`config.mk`:
```
export PLATFORM = sky130hd
export DESIGN_NAME = pc_jump_unit
export DESIGN_NICKNAME = d
export VERILOG_FILES = /design/src/rtl/pc_jump_unit.sv
export SDC_FILE = /design/constraint.sdc
export NUM_CORES = 1
export LEC_CHECK = 0
export CORE_MARGIN = 2
export CORE_UTILIZATION = 49
export CTS_BUF_LIST = sky130_fd_sc_hd__clkbuf_4
export DETAILED_ROUTE_END_ITERATION = 7
export PLACE_DENSITY = 0.83
export SLEW_MARGIN = 25
export SYNTH_ARGS = -nofsm -noshare
export SYNTH_HDL_FRONTEND = slang
export SYNTH_SLANG_ARGS = --single-unit
export TNS_END_PERCENT = 30
```
`constraint.sdc`:
```
create_clock -name clk -period 2.05 [get_ports clk]
set_input_delay 0.41 -clock clk [delete_from_list [all_inputs] [get_ports clk]]
set_output_delay 0.41 -clock clk [all_outputs]
set_load 0.01 [all_outputs]
```
`src/rtl/pc_jump_unit.sv`:
```
// HACK CPU program counter / jump-condition stage: evaluates jump bits against ALU flags,
// registers the next ROM address, latches a sticky self-loop halt and counts retired cycles.
module pc_jump_unit #(
    parameter int WIDTH      = 15,
    parameter int RESET_ADDR = 0,
    parameter int CNT_WIDTH  = 32
) (
    input  logic                 clk,
    input  logic                 reset,
    input  logic                 en,
    input  logic [15:0]          instr,
    input  logic [15:0]          a_reg,
    input  logic                 zr,
    input  logic                 ng,
    output logic [WIDTH-1:0]     pc,
    output logic                 jump_taken,
    output logic                 halted,
    output logic [CNT_WIDTH-1:0] retired
);

    localparam logic [WIDTH-1:0] RESET_PC = WIDTH'(RESET_ADDR);

    typedef enum logic {
        RUN  = 1'b0,
        HALT = 1'b1
    } state_e;

    state_e               state_q, state_d;
    logic [WIDTH-1:0]     pc_q, pc_d;
    logic [CNT_WIDTH-1:0] retired_q, retired_d;

    logic                 cond;
    logic [WIDTH-1:0]     target;
    logic                 self_loop;
    logic                 unused_bits;

    function automatic logic andGate(input logic a, input logic b);
        return a & b;
    endfunction

    function automatic logic orGate(input logic a, input logic b);
        return a | b;
    endfunction

    function automatic logic notGate(input logic a);
        return ~a;
    endfunction

    function automatic logic [CNT_WIDTH-1:0] sat_inc(input logic [CNT_WIDTH-1:0] v);
        return (&v) ? v : v + 1'b1;
    endfunction

    // Jump condition as a gate netlist: JLT | JEQ | JGT, qualified by the C-instruction bit.
    always_comb begin
        logic n_ng, n_zr, lt, eq, gt, any_hit;
        n_ng    = notGate(ng);
        n_zr    = notGate(zr);
        lt      = andGate(instr[2], ng);
        eq      = andGate(instr[1], zr);
        gt      = andGate(instr[0], andGate(n_ng, n_zr));
        any_hit = orGate(orGate(lt, eq), gt);
        cond    = andGate(instr[15], any_hit);
    end

    assign target     = a_reg[WIDTH-1:0];
    assign jump_taken = cond & en & (state_q == RUN) & ~reset;
    // The pc compare only decides the halt transition; it never reaches jump_taken.
    assign self_loop  = (target == pc_q);

    always_comb begin
        pc_d      = pc_q;
        retired_d = retired_q;
        state_d   = state_q;
        if (state_q == RUN && en) begin
            pc_d      = jump_taken ? target : pc_q + 1'b1;
            retired_d = sat_inc(retired_q);
            if (jump_taken && self_loop) begin
                state_d = HALT;
            end
        end
    end

    always_ff @(posedge clk) begin
        if (reset) begin
            state_q   <= RUN;
            pc_q      <= RESET_PC;
            retired_q <= '0;
        end else begin
            state_q   <= state_d;
            pc_q      <= pc_d;
            retired_q <= retired_d;
        end
    end

    assign pc      = pc_q;
    assign halted  = (state_q == HALT);
    assign retired = retired_q;

    assign unused_bits = ^{instr[14:3], a_reg >> WIDTH};

endmodule

```
==> images/port_nets.png <==
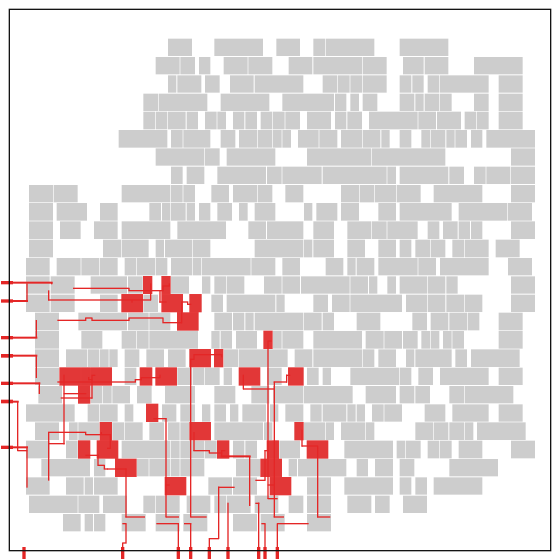
| colour | port | bits | direction | end cells | buffers | wire |
|---|---|---|---|---|---|---|
| red | a_reg | 16 | input | 30 | 15 | 393 um |

==> images/gate_families.png <==
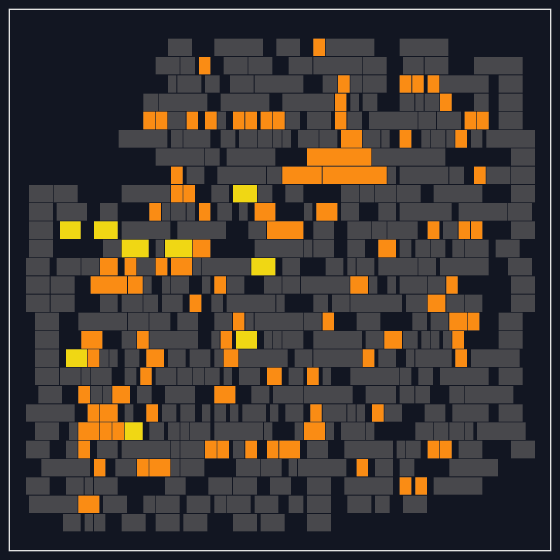
| colour | family | cells | most used | where |
|---|---|---|---|---|
| yellow | AND-OR and OR-AND gates | 9 | o211a_1 | west |
| orange | inverting AOI/OAI gates | 94 | a21oi_1 | spread over the die |

==> metrics.json <==
{
  "synthesis": {
    "area_leaders": "sky130_fd_sc_hd__dfxtp_1 34%, sky130_fd_sc_hd__a21oi_1 6.7%, sky130_fd_sc_hd__or3_1 4.8%",
    "synthFlopType": "sky130_fd_sc_hd__dfxtp_1",
    "cells_after_synth": 338,
    "edf_count": 0,
    "leading_area_contributor_after_synthesis": "sky130_fd_sc_hd__dfxtp_1",
    "yosysWarningCount": 0,
    "synth_largest_type_area_fraction_pct": 33.6,
    "synth.cell_area_um2": 2860,
    "ys_types": 63,
    "mappedNetlistNets": 377
  },
  "critical_path": {
    "critical_path.top_delay_family": "buffers and inverters",
    "critical_path.n_buffers_inverters": 1,
    "timing.critical_path.to_type": "primary output",
    "timing.critical_path.cells": "clkdlybuf4s50_1",
    "crit_path_max_fanout": 9,
    "worstSetupStartpointType": "flip-flop"
  },
  "global_route": {
    "antenna_found_initial": 0,
    "grt_first_pass_wirelength_um": 13100
  },
  "pwr": {
    "irDropWorstVdd_mv": 0.315,
    "power_per_cell_area_nw_per_um2": 453,
    "total_power_uw": 1770
  },
  "outcome": {
    "result_of_the_run": "finished clean"
  },
  "sta": {
    "worst_clock_skew_ns": 0.00563,
    "clock.fmax_mhz": 512,
    "worstMarginPinSlew_ns": 0.541,
    "maxSlewViolCount": 0,
    "timing.setup.tns_ns": 0,
    "finalCritPeriodShare_pct": 95.3,
    "slew-limit-headroom_pct": 63.8
  },
  "finish": {
    "num-nets-final": 473,
    "post_layout_nonfiller_instances": 507
  },
  "place": {
    "dp_cells": 498,
    "port_buffers": 72
  },
  "routing": {
    "routed_wire_length_per_instance_um": 15.6,
    "totalWireLength_um": 7900,
    "viasPerCell": 6.04,
    "detail_route.drc_violations": 0,
    "via_count": 3061
  },
  "die": {
    "num_rows": 27,
    "num_io_pins": 86
  },
  "min_path": {
    "hold_path.class": "flip-flop to flip-flop"
  },
  "run": {
    "warnings": 40
  },
  "clocking": {
    "htreeDepth": 2
  }
}
where the power goes:
group          leakage [uW]  total, uW  switching, uW  internal (uW)
combinational      0.000948        234            113            121
sequential         0.000388        962           15.1            947
clock             0.0000428        577            321            255
worst register-to-register path, delay by kind of cell, from the launching register on:
family | cells | cell delay [ns]
xor gates and xnor gates | 1 | 0.12
AOI/OAI and AO/OA | 1 | 0.26
adders and majority gates | 1 | 0.22
DFF | 1 | 0.38
buffers and inverters | 2 | 0.35
and+or+nand+nor | 3 | 0.49
cell families (layout without fill, tap and decap cells):
group / Yosys count / count (layout) / synth area share (%)
adder cells (fa/ha/maj): 2 / 2 / 0.876
buffers and inverters: 27 / 124 / 4.77
flip-flops: 48 / 48 / 33.6
XOR/XNOR: 19 / 19 / 5.82
AND-OR/OR-AND: 103 / 103 / 24.0
AND/OR/NAND/NOR: 136 / 136 / 29.5
multiplexers: 3 / 3 / 1.40
layout make-up:
| type | instances | area [um2] |
|---|---|---|
| clock buffer | 5 | 37.5 |
| clock inverter | 3 | 42.5 |
| fill | 451 | 1660 |
| inverter | 12 | 45.0 |
| multi-input combinational | 263 | 1780 |
| sequential | 48 | 961 |
| tap | 72 | 90.1 |
| timing repair buffer | 104 | 956 |
layer usage:
metal	GRT usage, %	routed length [um]	vias up
met1	33.0	3350	1432
met3	4.38	552	12
met2	42.7	3900	143
li1	-	-	1474
met4	7.63	92	0
met5	0	0	-
worst paths after layout:
check / startpoint / endpoint / depth (start not counted)
worst max-delay path: retired[10] / retired[10] / 1
worst min-delay path: retired[30] / retired[30] / 2
worst max register to register: retired[1] / retired[24] / 8
worst min register to register: retired[30] / retired[30] / 2
flip-flops by register name, indices dropped and copies added, names as in the netlist:
name     cells
halted       1
pc          15
retired     32
Power and IR drop assume default switching activity.
